[src/rtl/cpu_controller.sv]
// Multicycle CPU control FSM: fetch, decode and per-instruction execution sequencing.
// Outputs are a Moore decode of state and instr; run=0 stalls the FSM and gates all enables.
module cpu_controller #(
    parameter int IW       = 16,
    parameter int MEM_WAIT = 1
) (
    input  logic          clk,
    input  logic          reset,
    input  logic          run,
    input  logic [IW-1:0] instr,
    output logic [1:0]    nsel,
    output logic [1:0]    vsel,
    output logic          loada,
    output logic          loadb,
    output logic          loadc,
    output logic          loads,
    output logic          write,
    output logic          asel,
    output logic          bsel,
    output logic          loadpc,
    output logic          loadir,
    output logic          load_addr,
    output logic          msel,
    output logic          mwrite,
    output logic          halted,
    output logic          illegal
);

    generate
        if (IW < 16) begin : g_iw_check
            $error("cpu_controller: IW must be at least 16");
        end
        if (MEM_WAIT < 0 || MEM_WAIT > 15) begin : g_wait_check
            $error("cpu_controller: MEM_WAIT must be in 0..15");
        end
    endgenerate

    localparam logic [3:0] WAIT_LOAD = (MEM_WAIT == 0) ? 4'd0 : 4'(MEM_WAIT - 1);

    localparam logic [1:0] SEL_RN = 2'b00, SEL_RD = 2'b01, SEL_RM = 2'b10;
    localparam logic [1:0] V_MDATA = 2'b00, V_SXIMM8 = 2'b01, V_C = 2'b11;

    typedef enum logic [4:0] {
        RESET_S, FETCH_PC, FETCH_WAIT, FETCH_IR, DECODE,
        WR_IMM, GET_A, GET_B, EXEC, WR_C, CMP_EX,
        ADDR, LATCH, MEM_RD, WR_M, GET_BS, PASS, MEM_WR, HALT_S
    } state_t;

    typedef enum logic [3:0] {
        K_MOVI, K_MOVS, K_ALU, K_CMP, K_MVN, K_LDR, K_STR, K_HALT, K_BAD
    } kind_t;

    state_t     state, next_state;
    kind_t      kind;
    logic [3:0] cnt;
    logic [2:0] opcode;
    logic [1:0] op;
    logic       instr_unused;

    assign opcode       = instr[IW-1:IW-3];
    assign op           = instr[IW-4:IW-5];
    assign instr_unused = ^instr[IW-6:0];

    always_comb begin
        kind = K_BAD;
        case (opcode)
            3'b110: if (op == 2'b10) kind = K_MOVI;
                    else if (op == 2'b00) kind = K_MOVS;
            3'b101: case (op)
                        2'b00, 2'b10: kind = K_ALU;
                        2'b01:        kind = K_CMP;
                        default:      kind = K_MVN;
                    endcase
            3'b011: if (op == 2'b00) kind = K_LDR;
            3'b100: if (op == 2'b00) kind = K_STR;
            3'b111: kind = K_HALT;
            default: kind = K_BAD;
        endcase
    end

    // State register and wait counter; both freeze while run is low.
    always_ff @(posedge clk or posedge reset) begin
        if (reset) begin
            state <= RESET_S;
            cnt   <= 4'd0;
        end else if (run) begin
            state <= next_state;
            if ((next_state == FETCH_WAIT || next_state == MEM_RD) && next_state != state)
                cnt <= WAIT_LOAD;
            else if (cnt != 4'd0)
                cnt <= cnt - 4'd1;
        end
    end

    always_comb begin
        next_state = state;
        case (state)
            RESET_S:    next_state = FETCH_PC;
            FETCH_PC:   next_state = (MEM_WAIT == 0) ? FETCH_IR : FETCH_WAIT;
            FETCH_WAIT: next_state = (cnt == 4'd0) ? FETCH_IR : FETCH_WAIT;
            FETCH_IR:   next_state = DECODE;
            DECODE: begin
                case (kind)
                    K_MOVI:                       next_state = WR_IMM;
                    K_MOVS, K_MVN:                next_state = GET_B;
                    K_ALU, K_CMP, K_LDR, K_STR:   next_state = GET_A;
                    K_HALT:                       next_state = HALT_S;
                    default:                      next_state = FETCH_PC;
                endcase
            end
            GET_A:   next_state = (kind == K_LDR || kind == K_STR) ? ADDR : GET_B;
            GET_B:   next_state = (kind == K_CMP) ? CMP_EX : EXEC;
            EXEC:    next_state = WR_C;
            ADDR:    next_state = LATCH;
            LATCH: begin
                if (kind == K_STR)       next_state = GET_BS;
                else if (MEM_WAIT == 0)  next_state = WR_M;
                else                     next_state = MEM_RD;
            end
            MEM_RD:  next_state = (cnt == 4'd0) ? WR_M : MEM_RD;
            GET_BS:  next_state = PASS;
            PASS:    next_state = MEM_WR;
            WR_IMM, WR_C, CMP_EX, WR_M, MEM_WR: next_state = FETCH_PC;
            HALT_S:  next_state = HALT_S;
            default: next_state = RESET_S;
        endcase
    end

    // Selects follow the state directly; enables are additionally qualified by run.
    always_comb begin
        logic en_a, en_b, en_c, en_s, en_w, en_pc, en_ir, en_addr, en_mw;
        nsel      = SEL_RN;
        vsel      = V_MDATA;
        asel      = 1'b0;
        bsel      = 1'b0;
        msel      = 1'b0;
        en_a      = 1'b0;
        en_b      = 1'b0;
        en_c      = 1'b0;
        en_s      = 1'b0;
        en_w      = 1'b0;
        en_pc     = 1'b0;
        en_ir     = 1'b0;
        en_addr   = 1'b0;
        en_mw     = 1'b0;
        case (state)
            FETCH_PC: en_pc = 1'b1;
            FETCH_IR: en_ir = 1'b1;
            WR_IMM: begin
                nsel = SEL_RN;
                vsel = V_SXIMM8;
                en_w = 1'b1;
            end
            GET_A: begin
                nsel = SEL_RN;
                en_a = 1'b1;
            end
            GET_B: begin
                nsel = SEL_RM;
                en_b = 1'b1;
            end
            EXEC: begin
                asel = (kind == K_MOVS || kind == K_MVN);
                en_c = 1'b1;
            end
            WR_C: begin
                nsel = SEL_RD;
                vsel = V_C;
                en_w = 1'b1;
            end
            CMP_EX: en_s = 1'b1;
            ADDR: begin
                bsel = 1'b1;
                en_c = 1'b1;
            end
            LATCH:  en_addr = 1'b1;
            MEM_RD: msel = 1'b1;
            WR_M: begin
                msel = 1'b1;
                nsel = SEL_RD;
                vsel = V_MDATA;
                en_w = 1'b1;
            end
            GET_BS: begin
                nsel = SEL_RD;
                en_b = 1'b1;
            end
            PASS: begin
                asel = 1'b1;
                en_c = 1'b1;
            end
            MEM_WR: begin
                msel  = 1'b1;
                en_mw = 1'b1;
            end
            default: ;
        endcase
        loada     = en_a && run;
        loadb     = en_b && run;
        loadc     = en_c && run;
        loads     = en_s && run;
        write     = en_w && run;
        loadpc    = en_pc && run;
        loadir    = en_ir && run;
        load_addr = en_addr && run;
        mwrite    = en_mw && run;
        halted    = (state == HALT_S);
        illegal   = (state == DECODE) && (kind == K_BAD) && run;
    end

endmodule

[config.mk]
export PLATFORM = sky130hd
export DESIGN_NAME = cpu_controller
export DESIGN_NICKNAME = d
export VERILOG_FILES = /design/src/rtl/cpu_controller.sv
export SDC_FILE = /design/constraint.sdc
export NUM_CORES = 1
export LEC_CHECK = 0
export CAP_MARGIN = 15
export CORE_MARGIN = 1.5
export CORE_UTILIZATION = 48
export DETAILED_ROUTE_END_ITERATION = 10
export PLACE_DENSITY = 0.86
export SLEW_MARGIN = 0
export SYNTH_ARGS = -nofsm -noshare
export SYNTH_HDL_FRONTEND = slang
export SYNTH_SLANG_ARGS = --single-unit
[constraint.sdc]
create_clock -name clk -period 2.4 [get_ports clk]
set_input_delay 0.48 -clock clk [delete_from_list [all_inputs] [get_ports clk]]
set_output_delay 0.48 -clock clk [all_outputs]
set_load 0.02 [all_outputs]
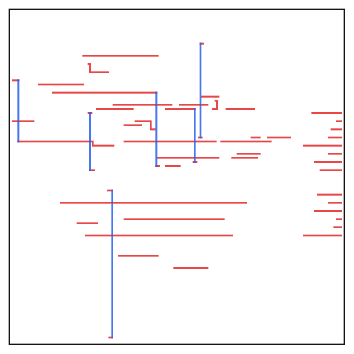
run_1/wires.png
(6 px per um) Only two layers are drawn.
Key: blue = metal 4 [wire length 80.9 um]; red = metal 3 [wire length 287 um]
routed len/inst: 16.54 um
global router's overall resource usage: 27.92%
count of vias placed by the detailed router: 1575
Final Routed Wirelength: 4217 um

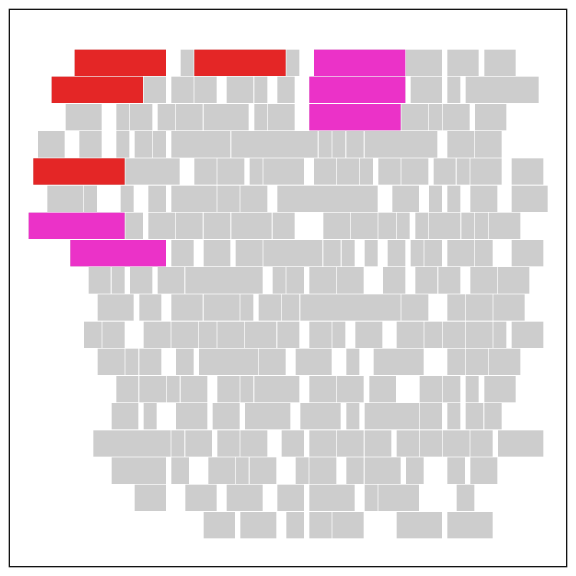
run_1/flops_by_reg.png
(10 px per um) Other cells in grey.
Key: red = cnt [placed flops 4, where top left]; magenta = state [placed flops 5]
sequential cell area: 229.0 um^2
Seq power: 0.323 mW

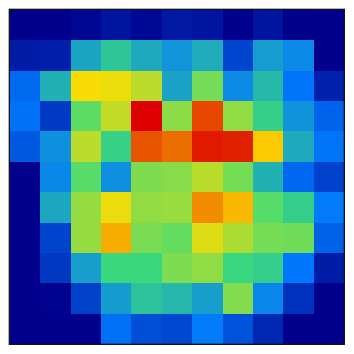
run_1/metal_density.png
(6 px per um) 11 x 11 tiles, from dark blue (low) to red (high), scaled to the fullest tile. Values are wire area over tile area, all layers added.
The mean over all tiles is 0.22. 32% of the tiles are over half the peak. 17% of the tiles are nearly empty. The densest ninth of the die: middle.

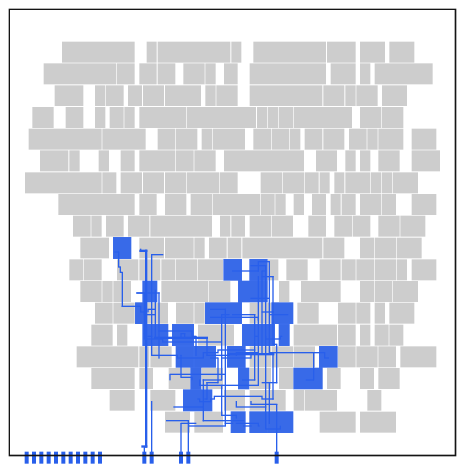
run_1/io_fan.png
(8 px per um)
Key: blue = instr [bits 16, direction input, edge bottom, end cells 23, buffers 13, wire 397 um]
I/O pin count: 37
IO Port Bufs: 25

==> run summary, run 1 <==
Results of an implementation run.

The number of cells upsized or downsized after cts is 29. For this run, the script counts the antenna cells in the layout as 0. In the global route stage, met1 resource usage came out at 33.43%. The worst hold path class is in2async. Buffers added to address setup during post-CTS repair amount to 1.

Summing the areas of all compound-gate instances in the mapped netlist gives 27.43% of the synthesized area. Across all checked pins, the minimum headroom to the slew limit is 74.94%. Setup slack closes at 78.31 ps. Clock-pin slew was measured on the worst setup and hold paths at 50 ps.

The worst setup path is launched from an input port. After global routing the overflow that remains totals 0. The clock sink count is 9. The share of Yosys cell area claimed by the top area cell type is 16.97%. From the final report, the count of setup violators was given as 0. The shortest period the worst path allows is 2322 ps.

Among logic cells in the layout, the one with the most instances is buf_4. The area of the die is 0.003090 mm^2. Per the STA report, the cell with the highest stage delay on the worst path is clkdlybuf4s50_1. The type of element capturing the critical path is a primary output. The synthesis report lists the Yosys warning total as 0.

The post-synthesis sequential area ratio is 16.97%. The first global-routing pass estimated 7003 um of wire. The number of cells on the worst reg-to-reg path is 10.

The xor and xnor fraction of the mapped netlist area is 0%. The largest net degree at the start of global routing is 23. The share of the core area taken by cells at floorplan is 52.16%.

The actual transition at the worst max-transition pin is 375.9 ps. The share of async-settable or async-resettable flops after synthesis is 100.0%. In this run the VDD rail shows a maximum IR drop of 0.0009627 V. In the routed layout, each cell is associated on average with a via count of 6.176.

Following the worst setup path forward leads to its endpoint at loada. Of the available clock period, the critical path in the final layout requires 96.74%. The launch point of the worst register-to-register path is recorded as cnt[0]. The flow ran to the end, and the final reports show no timing, DRC or antenna violations.

The clock latency on the worst-skew pair is 260 ps. The core footprint is 0.002545 mm^2. The post-synthesis share of cell area spent on and, or, nand and nor gates is 41.19%. The switching power total is 0.9685 mW.
run 1: worst max-delay path, delay by kind of cell:
kind,cells,cell delay [ps]
AND/OR/NAND/NOR,2,300
buffers and inverters,3,1050
run 1: cells in the mapped netlist, drive strengths merged, types with 3 or more instances:
cell / n
and3: 3
nand3: 7
buf: 12
o21ai: 7
nand4: 6
nand2: 11
nor2: 23
nor4: 6
nand2b: 6
nor2b: 9
nor3: 5
dfrtp: 9
clkbuf: 6
a21oi: 7
a31oi: 8
inv: 9
nor4b: 4
run 1: layout make-up:
class	instances	area (um^2)
clock buffers	4	26.28
fillers	195	659.4
inverters	9	33.78
multi-input cells	138	1002
flip-flops and latches	9	229.0
well taps	30	37.54
repair buffers	65	556.8
run 1: state kept, by name (all words and copies together), names as in the netlist:
| name | flops |
|---|---|
| state | 5 |
| cnt | 4 |
==> run 2, diff against run 1 <==
RECOVER_POWER = 50   (was not set)
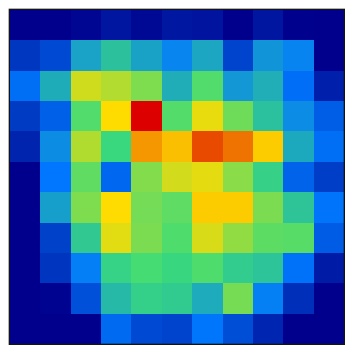
run_2/metal_density.png
(6 px per um) 11 x 11 tiles, from dark blue (low) to red (high), scaled to the fullest tile. Values are wire area over tile area, all layers added.
17% of the tiles are nearly empty. The emptiest ninth of the die: bottom left. The fullest tile reaches 0.66.
Final Routed Wirelength: 4267 um
count of vias placed by the detailed router: 1576

==> run 2 against run 1 <==
Effect of this change: sequential share of layout area hardly changed; first-iteration DRC count is 1.6% higher; routed wire length rose by 1.2%; sequential power hardly changed; utilization shrank 0.098 points; sequential cell count unchanged; die size unchanged; area after synthesis stayed put.
==> run summary, run 2 <==
Results of an implementation run.

The worst hold path class is reg2reg. The share of async-settable or async-resettable flops after synthesis is 100.0% (unchanged). The type of element capturing the critical path is a primary output.

The number of filler instances in the final layout came to 196 (+0.51%). The number of failing setup endpoints in the final timing report was 0 (unchanged). Among all stages on the critical path, the largest delay is contributed by clkdlybuf4s50_1. The category of the worst setup path launch point is an input port. Among all cell types in the netlist, the one instantiated most often is nor2_1. The worst path buffer plus inverter count is 3 (unchanged).

The average wire per cell in the routed design is 16.73 um (+1.2%). The post-synthesis share of cell area spent on and, or, nand and nor gates is 41.19% (unchanged). The share of Yosys cell area claimed by the top area cell type came to 16.97% (unchanged).

The max-slew headroom at the worst pin is 75.26% (+0.32 points). The setup fix buffers added after clock tree synthesis is 1 (unchanged). The core footprint came to 0.002545 mm^2 (unchanged). The total overflow reported by the global router is 0 (unchanged).

The overall global routing resource usage is 27.92% (unchanged). The number of cells upsized or downsized after cts was 29 (unchanged). The first-pass GRT wire length is 7003 um (unchanged).

The area of the die is 0.003090 mm^2 (unchanged). The most common logic cell in the final layout is buf_4. The clock-pin slew reported for the worst setup and hold paths after clock tree synthesis was 50 ps (about the same). The compound-cell area share of the yosys netlist was 27.43% (unchanged).

The peak ir drop on the vdd network is 0.0009661 V (+0.35%). The via-per-instance ratio is 6.180 (about the same). The actual transition at the worst max-transition pin came to 371.2 ps (-4.752 ps).

The xor and xnor fraction of the mapped netlist area is 0% (unchanged). The largest registers in the layout are state (5), cnt (4). The run finished with clean final reports.

The met1 layer usage reported by global route came to 33.43% (unchanged). The post-synthesis sequential area ratio is 16.97% (unchanged). The fraction of the core area occupied by cells at floorplan came to 52.16% (unchanged). The number of top-level pins is 37 (unchanged). The register with the most flip-flops in the final layout is state. In the synthesized netlist, the cells that appear most often are nor2_1, nand2_1, dfrtp_1. The shortest period the worst path allows is 2323 ps (+1.389 ps). The count of antenna diodes in the layout was 0 (unchanged).
==> run 2: final timing paths <==
kind                            depth (start not counted)       end    from
worst max-delay path                                    5     loada     run
worst min-delay path                                    1    cnt[0]  cnt[0]
worst max register to register                         10    cnt[3]  cnt[0]
worst min register to register                          1    cnt[0]  cnt[0]
max in group asynchronous                               2  state[3]   reset
min in group asynchronous                               2    cnt[0]   reset
==> run 2: cell type report <==
class,count,area [um^2],area share [%]
well taps,30,37.54,1.993
repair buffers,65,556.8,29.57
inverters,9,33.78,1.794
flip-flops and latches,9,229.0,12.16
multi-input cells,138,999.7,53.09
clock buffers,4,26.28,1.395
==> run 2: power breakdown <==
group	internal (mW)	leakage (nW)	switching, mW	total (mW)
registers	0.216	0.108	0.108	0.324
logic	0.687	0.774	0.816	1.50
clock network	0.0639	0.0150	0.0502	0.114
==> run 3, diff against run 2 <==
CTS_CLUSTER_DIAMETER = 40   (was not set)
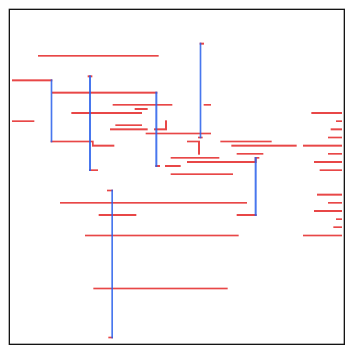
run_3/wires.png
(6 px per um) Only two layers are drawn.
Key: blue = metal 4 [wire length 87.7 um]; red = metal 3 [wire length 299 um]
routed len/inst: 16.73 um

==> run 3 against run 2 <==
Effect of this change: highest routed layer unchanged; largest power group unchanged; count of clock-buffer cells in the layout did not move; first-iteration DRC count stayed put; total power is the same; worst setup slack unchanged; global-route usage unchanged; largest cell class unchanged; clock power about the same.
==> run summary, run 3 <==
Results of an implementation run.

The area of the die was 0.003090 mm^2 (unchanged). The count of antenna diodes in the layout is 0 (unchanged). The total vias in the final route was 1576 (unchanged).

The storage element area is 229.0 um^2 (unchanged). The met1 layer usage reported by global route is 33.43% (unchanged). The overall global routing resource usage is 27.92% (unchanged). The worst hold path class is reg2reg.

The routed wire length is 4267 um (unchanged). The flow ran to the end, and the final reports show no timing, DRC or antenna violations. The number of cells on the worst hold path was 1 (unchanged). The number of cells upsized or downsized after cts is 29 (unchanged). The startpoint of the tightest hold check path is cnt[0]. The peak ir drop on the vdd network came to 0.0009661 V (unchanged).

The max-slew headroom at the worst pin is 75.26% (unchanged). The combinational gate power is 1.50 mW (about the same). The switching share of power came to 50.19% (unchanged). The terminus of the critical flop-to-flop path is cnt[3].

The fraction of the core area occupied by cells at floorplan came to 52.16% (unchanged). The power dissipated in sequential cells came to 0.324 mW (about the same). The number of filler instances in the final layout was 196 (unchanged).

The most frequent standard cell in the layout excluding fill and tap cells is buf_4. The actual transition at the worst max-transition pin is 371.2 ps (unchanged). The capture endpoint of the worst hold path is cnt[0]. Sorting the synthesis cell report by count puts at the top nor2_1. The clock-pin slew reported for the worst setup and hold paths after clock tree synthesis is 50 ps (about the same). The footprint of the multi-input gates is 999.7 um^2 (unchanged). The clock group power is 0.114 mW (about the same). The portion of total power attributed to combinational logic is 77.4% (about the same).

In the final layout, the registers with the most flip-flops are state (5), cnt (4). state holds more flip-flops than any other register. The clock network fraction of total power is 5.9% (about the same).

The number of top-level pins is 37 (unchanged).
## run 3: cell counts after synthesis
No cell type changed its count.
## run 3: worst max path at each step
| stage | startpoint | to | slack, ps | cells past startpoint |
|---|---|---|---|---|
| floorplan | state[3] | asel | 90 | 6 |
| global placement | instr[13] | asel | -390 | 6 |
| detailed placement | instr[13] | asel | -450 | 6 |
| CTS | state[1] | nsel[0] | 20 | 6 |
| global route | cnt[0] | cnt[3] | -40 | 10 |
| finish | run | loada | 80 | 5 |
## run 3: final cells by class
type,instances,area share (%)
Sequential cell,9,12.16
Tap cell,30,1.993
Multi-Input combinational cell,138,53.09
Timing Repair Buffer,65,29.57
Inverter,9,1.794
Clock buffer,4,1.395
No activity file was given, so power comes from the tool's default toggle rates.
